### PDN straps and rails

Pins as bars on the die edge. Tap cells in grey.
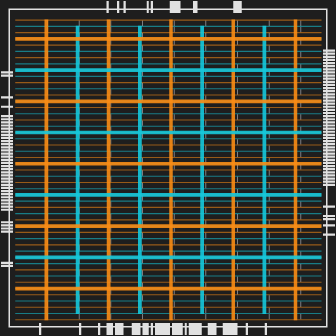
### Cell classes on the final placement

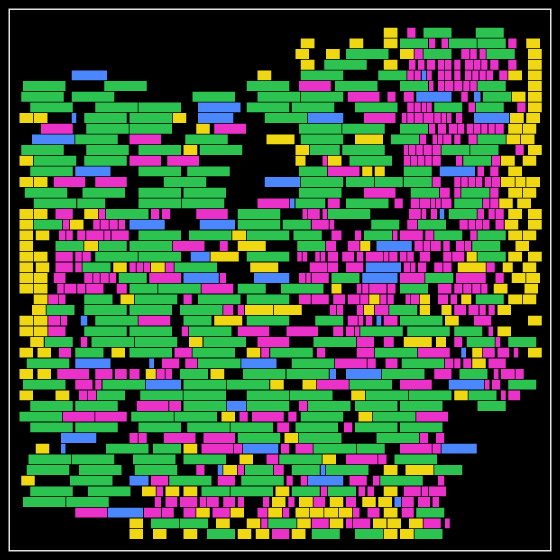
### Clock distribution

The bar under the picture is 50 um long.
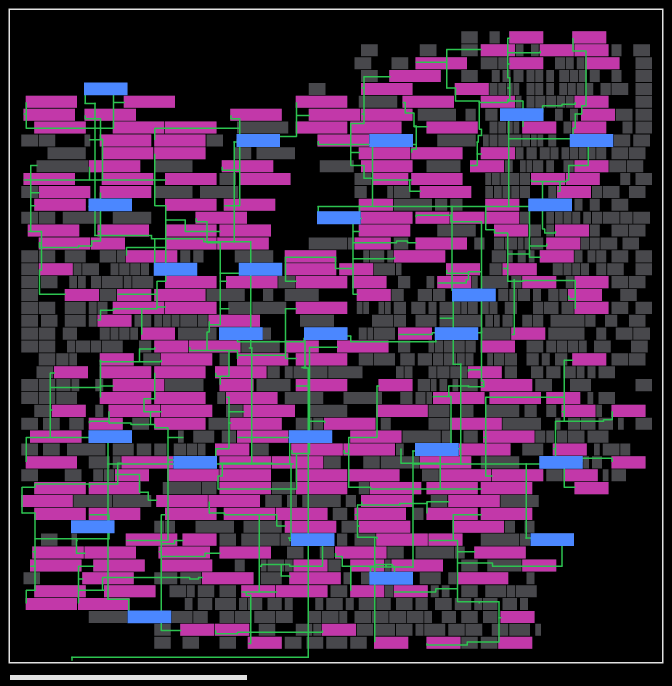
### Metal layers overlaid

The bar under the picture is 50 um long.
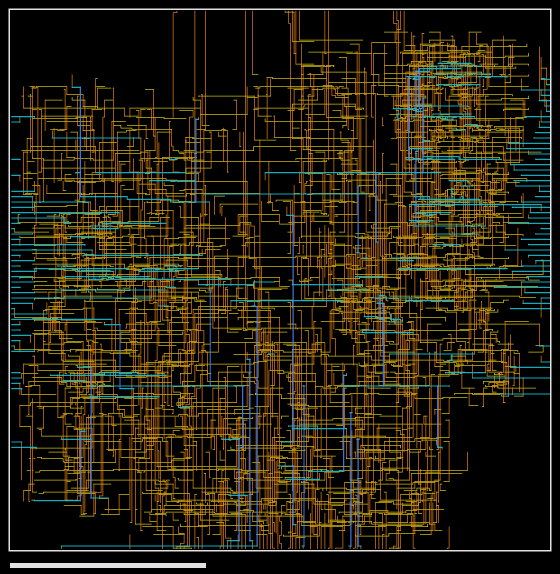
### Track usage over the die

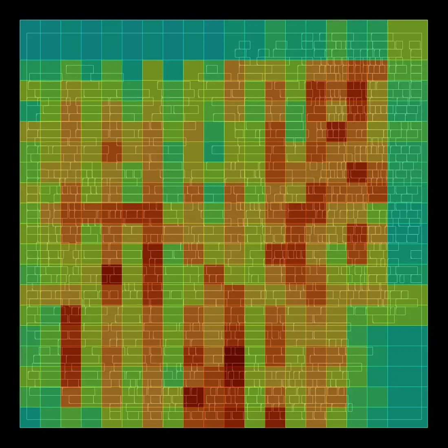
<file path="config.mk">
export PLATFORM = sky130hd
export DESIGN_NAME = reg_wb_arbiter
export DESIGN_NICKNAME = d
export VERILOG_FILES = /design/src/rtl/cpu_pkg.sv /design/src/rtl/wb_fifo.sv /design/src/rtl/reg_wb_arbiter.sv
export SDC_FILE = /design/constraint.sdc
export NUM_CORES = 1
export LEC_CHECK = 0
export CORE_MARGIN = 2
export CORE_UTILIZATION = 53
export DETAILED_ROUTE_END_ITERATION = 8
export GPL_ROUTABILITY_DRIVEN = 0
export PLACE_DENSITY = 0.84
export SKIP_CTS_REPAIR_TIMING = 1
export SLEW_MARGIN = 20
export SYNTH_ARGS = -nofsm -noshare
export SYNTH_HDL_FRONTEND = slang
export SYNTH_SLANG_ARGS = --single-unit
</file>
<file path="constraint.sdc">
create_clock -name clk -period 2.6 [get_ports clk]
set_input_delay 0.52 -clock clk [delete_from_list [all_inputs] [get_ports clk]]
set_output_delay 0.52 -clock clk [all_outputs]
set_load 0.03 [all_outputs]
</file>
<file path="src/rtl/cpu_pkg.sv">
// Shared CPU definitions: register-file geometry and the writeback entry
// carried through the mul/div result FIFO.
package cpu_pkg;

  localparam int unsigned DATA_W   = 32;
  localparam int unsigned ADDR_W   = 5;
  localparam int unsigned NUM_REGS = 32;

  typedef struct packed {
    logic [ADDR_W-1:0] rd;
    logic [DATA_W-1:0] data;
  } wb_entry_t;

endpackage

</file>
<file path="src/rtl/wb_fifo.sv">
// Synchronous FIFO of writeback entries. Status flags are registered; the
// head entry is a plain read mux on the storage, hence the _c suffix.
module wb_fifo
  import cpu_pkg::*;
#(
  parameter int unsigned DEPTH = 4
) (
  input  logic                          clk,
  input  logic                          rst,
  input  logic                          push,
  input  wb_entry_t                     wr_entry,
  input  logic                          pop,
  output wb_entry_t                     head_c,
  output logic                          full,
  output logic                          empty,
  output logic [$clog2(DEPTH+1)-1:0]    count
);

  localparam int unsigned PTR_W = $clog2(DEPTH);
  localparam int unsigned CNT_W = $clog2(DEPTH + 1);

  wb_entry_t          mem [DEPTH];
  logic [PTR_W-1:0]   wr_ptr;
  logic [PTR_W-1:0]   rd_ptr;
  logic [CNT_W-1:0]   count_nxt;
  logic               do_push;
  logic               do_pop;

  // Overflow/underflow requests are ignored rather than corrupting state.
  always_comb begin
    do_push   = push && !full;
    do_pop    = pop && !empty;
    count_nxt = count;
    if (do_push && !do_pop) begin
      count_nxt = count + CNT_W'(1);
    end else if (do_pop && !do_push) begin
      count_nxt = count - CNT_W'(1);
    end
    head_c = mem[rd_ptr];
  end

  always_ff @(posedge clk) begin
    if (rst) begin
      wr_ptr <= '0;
      rd_ptr <= '0;
      count  <= '0;
      full   <= 1'b0;
      empty  <= 1'b1;
    end else begin
      if (do_push) wr_ptr <= wr_ptr + PTR_W'(1);
      if (do_pop)  rd_ptr <= rd_ptr + PTR_W'(1);
      count <= count_nxt;
      full  <= (count_nxt == CNT_W'(DEPTH));
      empty <= (count_nxt == '0);
    end
  end

  // Storage needs no reset; validity is tracked by the pointers.
  always_ff @(posedge clk) begin
    if (do_push) mem[wr_ptr] <= wr_entry;
  end

endmodule

</file>
<file path="src/rtl/reg_wb_arbiter.sv">
// Register-file write-port master: fixed-priority ALU writeback merged with a
// FIFO-buffered mul/div writeback, plus pending-destination scoreboard.
module reg_wb_arbiter
  import cpu_pkg::*;
#(
  parameter int unsigned DEPTH      = 4,
  parameter int unsigned STARVE_MAX = 8
) (
  input  logic                clk,
  input  logic                rst,
  input  logic                alu_valid,
  input  logic [ADDR_W-1:0]   alu_rd,
  input  logic [DATA_W-1:0]   alu_data,
  input  logic                md_valid,
  output logic                md_ready,
  input  logic [ADDR_W-1:0]   md_rd,
  input  logic [DATA_W-1:0]   md_data,
  input  logic                md_issue,
  input  logic [ADDR_W-1:0]   md_issue_rd,
  output logic [NUM_REGS-1:0] busy_vec,
  output logic                stall_req,
  output logic                REG_write_1,
  output logic [ADDR_W-1:0]   REG_address_wr,
  output logic [DATA_W-1:0]   REG_data_wb_in1
);

  localparam int unsigned CNT_W    = $clog2(DEPTH + 1);
  localparam int unsigned STARVE_W = $clog2(STARVE_MAX + 1);

  wb_entry_t             md_entry;
  wb_entry_t             head;
  logic                  fifo_full;
  logic                  fifo_empty;
  logic [CNT_W-1:0]      fifo_count;

  logic                  alu_sel;
  logic                  drain;
  logic                  md_wr;
  logic                  push;
  logic                  wr_nxt;
  logic [ADDR_W-1:0]     addr_nxt;
  logic [DATA_W-1:0]     data_nxt;
  logic [NUM_REGS-1:0]   busy_nxt;
  logic [STARVE_W-1:0]   starve_cnt;
  logic [STARVE_W-1:0]   starve_nxt;
  logic                  stall_nxt;

  assign md_entry = '{rd: md_rd, data: md_data};
  assign md_ready = (fifo_count < CNT_W'(DEPTH));

  wb_fifo #(
    .DEPTH (DEPTH)
  ) u_fifo (
    .clk      (clk),
    .rst      (rst),
    .push     (push),
    .wr_entry (md_entry),
    .pop      (drain),
    .head_c   (head),
    .full     (fifo_full),
    .empty    (fifo_empty),
    .count    (fifo_count)
  );

  // Selection, scoreboard and starvation next-state.
  always_comb begin
    alu_sel    = alu_valid && (alu_rd != '0);
    drain      = !alu_sel && !fifo_empty;
    md_wr      = drain && (head.rd != '0);
    push       = md_valid && md_ready;

    wr_nxt     = alu_sel || md_wr;
    addr_nxt   = REG_address_wr;
    data_nxt   = REG_data_wb_in1;
    busy_nxt   = busy_vec;
    starve_nxt = starve_cnt;

    if (alu_sel) begin
      addr_nxt = alu_rd;
      data_nxt = alu_data;
    end else if (md_wr) begin
      addr_nxt = head.rd;
      data_nxt = head.data;
    end

    // Clear first so a same-cycle issue to the retiring index wins.
    if (md_wr) busy_nxt[head.rd] = 1'b0;
    if (md_issue && (md_issue_rd != '0)) busy_nxt[md_issue_rd] = 1'b1;
    busy_nxt[0] = 1'b0;

    if (fifo_empty || drain) begin
      starve_nxt = '0;
    end else if (starve_cnt < STARVE_W'(STARVE_MAX)) begin
      starve_nxt = starve_cnt + STARVE_W'(1);
    end
    stall_nxt = (starve_nxt >= STARVE_W'(STARVE_MAX));
  end

  always_ff @(posedge clk) begin
    if (rst) begin
      REG_write_1     <= 1'b0;
      REG_address_wr  <= '0;
      REG_data_wb_in1 <= '0;
      busy_vec        <= '0;
      starve_cnt      <= '0;
      stall_req       <= 1'b0;
    end else begin
      REG_write_1     <= wr_nxt;
      REG_address_wr  <= addr_nxt;
      REG_data_wb_in1 <= data_nxt;
      busy_vec        <= busy_nxt;
      starve_cnt      <= starve_nxt;
      stall_req       <= stall_nxt;
    end
  end

  // Issue-stage obligations; a re-issue is legal only as the old result retires.
  a_alu_not_pending : assert property (@(posedge clk) disable iff (rst)
    alu_sel |-> !busy_vec[alu_rd]);
  a_issue_not_pending : assert property (@(posedge clk) disable iff (rst)
    (md_issue && (md_issue_rd != '0)) |->
      (!busy_vec[md_issue_rd] || (md_wr && (head.rd == md_issue_rd))));
  a_ready_vs_full : assert property (@(posedge clk) disable iff (rst)
    md_ready == !fifo_full);

endmodule

</file>
==> flow_metrics.env <==
# implementation run metrics
export IMPL_outcome="finished clean"
export IMPL_antenna_left=0
export IMPL_drive_gt1_share_pct=19.26
export IMPL_grt_pass1_vias=6471
export IMPL_clkLatencyLatePin_ns=0.50
export IMPL_final_common_cell="clkdlybuf4s50_1"
export IMPL_antenna_found_initial=0
export IMPL_overflow=0
export IMPL_clockPowerShare_pct=31.7
export IMPL_relSlewSlack_pct=47.79
export IMPL_synthesis_area_sq_um=9475
export IMPL_fp_util_pct=54.40
export IMPL_synth_distinct_cells=43
export IMPL_reg2reg_depth=6
export IMPL_crit_chain="clkdlybuf4s50_1 -> or3_1 -> o31ai_4 -> buf_4 -> o21ai_0 -> a211oi_1"
export IMPL_ys_sh_mux_pct=8.900
export IMPL_cap_violations=0
export IMPL_cts_root_buf="clkbuf_16"
export IMPL_tightest_slew_ns=0.7832
export IMPL_cts_made_buffers=24
export IMPL_yosys_warnings=0
export IMPL_syn_area_per_cell_sq_um=14.36
export IMPL_vias=6398
export IMPL_crit_slowest_cell="clkdlybuf4s50_1"
export IMPL_hpwl_um=14530
export IMPL_seqPwrFrac_pct=43.2
export IMPL_cp_endpoint="REG_data_wb_in1[30]"
About 'PDN straps and rails':
cyan -> VDD
orange -> VSS
rows = 48
signal pins = 156
met4 straps = 9
tap cells = 225
met5 straps = 9

About 'Cell classes on the final placement':
blue -> clock drivers and dummy loads  # cells 44, share of their area 6.6%
magenta -> combinational and other logic  # cells 384, share of their area 26%
green -> flops  # cells 232, share of their area 51%
yellow -> other buffers and delay cells  # cells 181, share of their area 16%

About 'Clock distribution':
magenta -> flip-flops  # count 232
blue -> clock drivers  # count 24
green -> clock wires  # length 2560 um
routed clock nets = 25
flops lie = widely spread

About 'Metal layers overlaid':
blue -> metal 4  # wire length 648 um
orange -> metal 2  # wire length 11200 um
cyan -> metal 3  # wire length 1800 um
yellow -> metal 1  # wire length 8580 um

About 'Track usage over the die':
core occupancy in the finished layout: 70.17%
met2 usage: 40.49%
GRT Util Overall: 23.65%
post-DR wirelength/cell: 20.82 um
global-route met1 utilization: 30.55%

worst min path at each step:
stage	startpoint	end	slack (ns)	cells after the start
6_report	busy_vec[2]	busy_vec[2]	0.51	2
5_1_grt	busy_vec[1]	busy_vec[1]	0.54	2
4_1_cts	busy_vec[2]	busy_vec[2]	0.51	2
3_5_place_dp	busy_vec[2]	busy_vec[2]	0.49	2
3_3_place_gp	busy_vec[2]	busy_vec[2]	0.49	2
2_1_floorplan	starve_cnt[2]	starve_cnt[2]	0.48	2
state kept, by name, summed over array words and instances, names as in the netlist, named ones only:
signal,count
REG_address_wr,5
REG_data_wb_in1,32
REG_write_1,1
busy_vec,31
stall_req,1
starve_cnt,3
u_fifo.count,3
u_fifo.empty,1
u_fifo.full,1
u_fifo.mem,148
u_fifo.rd_ptr,2
u_fifo.wr_ptr,2
area by class of cell:
class / count / area (sq um)
multi-input cells: 378 / 3126
repair buffers: 181 / 1879
clock inverters: 12 / 102.6
inverters: 6 / 22.52
fillers: 1130 / 5195
clock buffers: 32 / 681.9
flip-flops and latches: 232 / 6128
well taps: 225 / 281.5
power by group through the flow:
stage | combinational (mW) | clock (mW) | sequential (mW)
2_1_floorplan | 1.43 | 0 | 4.88
3_3_place_gp | 2.58 | 0 | 4.63
4_1_cts | 2.69 | 3.42 | 4.60
5_1_grt | 2.85 | 3.56 | 4.64
6_report | 2.67 | 3.37 | 4.60
3_5_place_dp | 2.66 | 0 | 4.66
cell families after synthesis:
| group | Yosys count |
|---|---|
| flops | 232 |
| compound gates | 184 |
| simple gates | 141 |
| buf+inv | 50 |
| mux | 38 |
| fa+ha+maj | 7 |
| xor+xnor | 7 |
| other cells | 1 |
per-layer routing:
metal / part of all wire, % / up-vias / global-route usage (%) / wire, um
li1: - / 2861 / - / -
met1: 39 / 3147 / 30.55 / 8577
met2: 50 / 332 / 40.49 / 11170
met3: 8.1 / 58 / 4.268 / 1800
met4: 2.9 / 0 / 8.163 / 648
met5: 0 / - / 0 / 0
synth_stat cells, drive strengths merged (7+ instances only):
| cell type | number | share of area [%] |
|---|---|---|
| dfxtp | 84 | 18 |
| or3 | 41 | 2.7 |
| edfxtp | 148 | 47 |
| o21ai | 96 | 5.1 |
| ha | 7 | 0.92 |
| nor2b | 34 | 2.2 |
| nand2 | 12 | 0.48 |
| a211oi | 38 | 4.5 |
| nand3b | 8 | 0.63 |
| clkbuf | 25 | 0.99 |
| buf | 19 | 1.4 |
| mux4 | 37 | 8.8 |
| a21oi | 41 | 3.0 |
| nor2 | 18 | 0.71 |
stage by stage:
step | setup WS, ns | cells | hold slack [ns]
global route | 0.1917 | 1066 | 0.5385
floorplan | 0.4185 | 660 | 0.4842
global placement | -0.003560 | 1022 | 0.4887
detailed placement | -0.1806 | 1022 | 0.4932
finish | 0.3085 | 1066 | 0.5066
CTS | 0.2739 | 1066 | 0.5076
critical path: cells and delay by family:
kind	cells	cell delay, ns
AND/OR/NAND/NOR	1	0.44
buffers and inverters	2	0.83
AND-OR/OR-AND	3	0.86
No activity file was given, so power comes from the tool's default toggle rates.
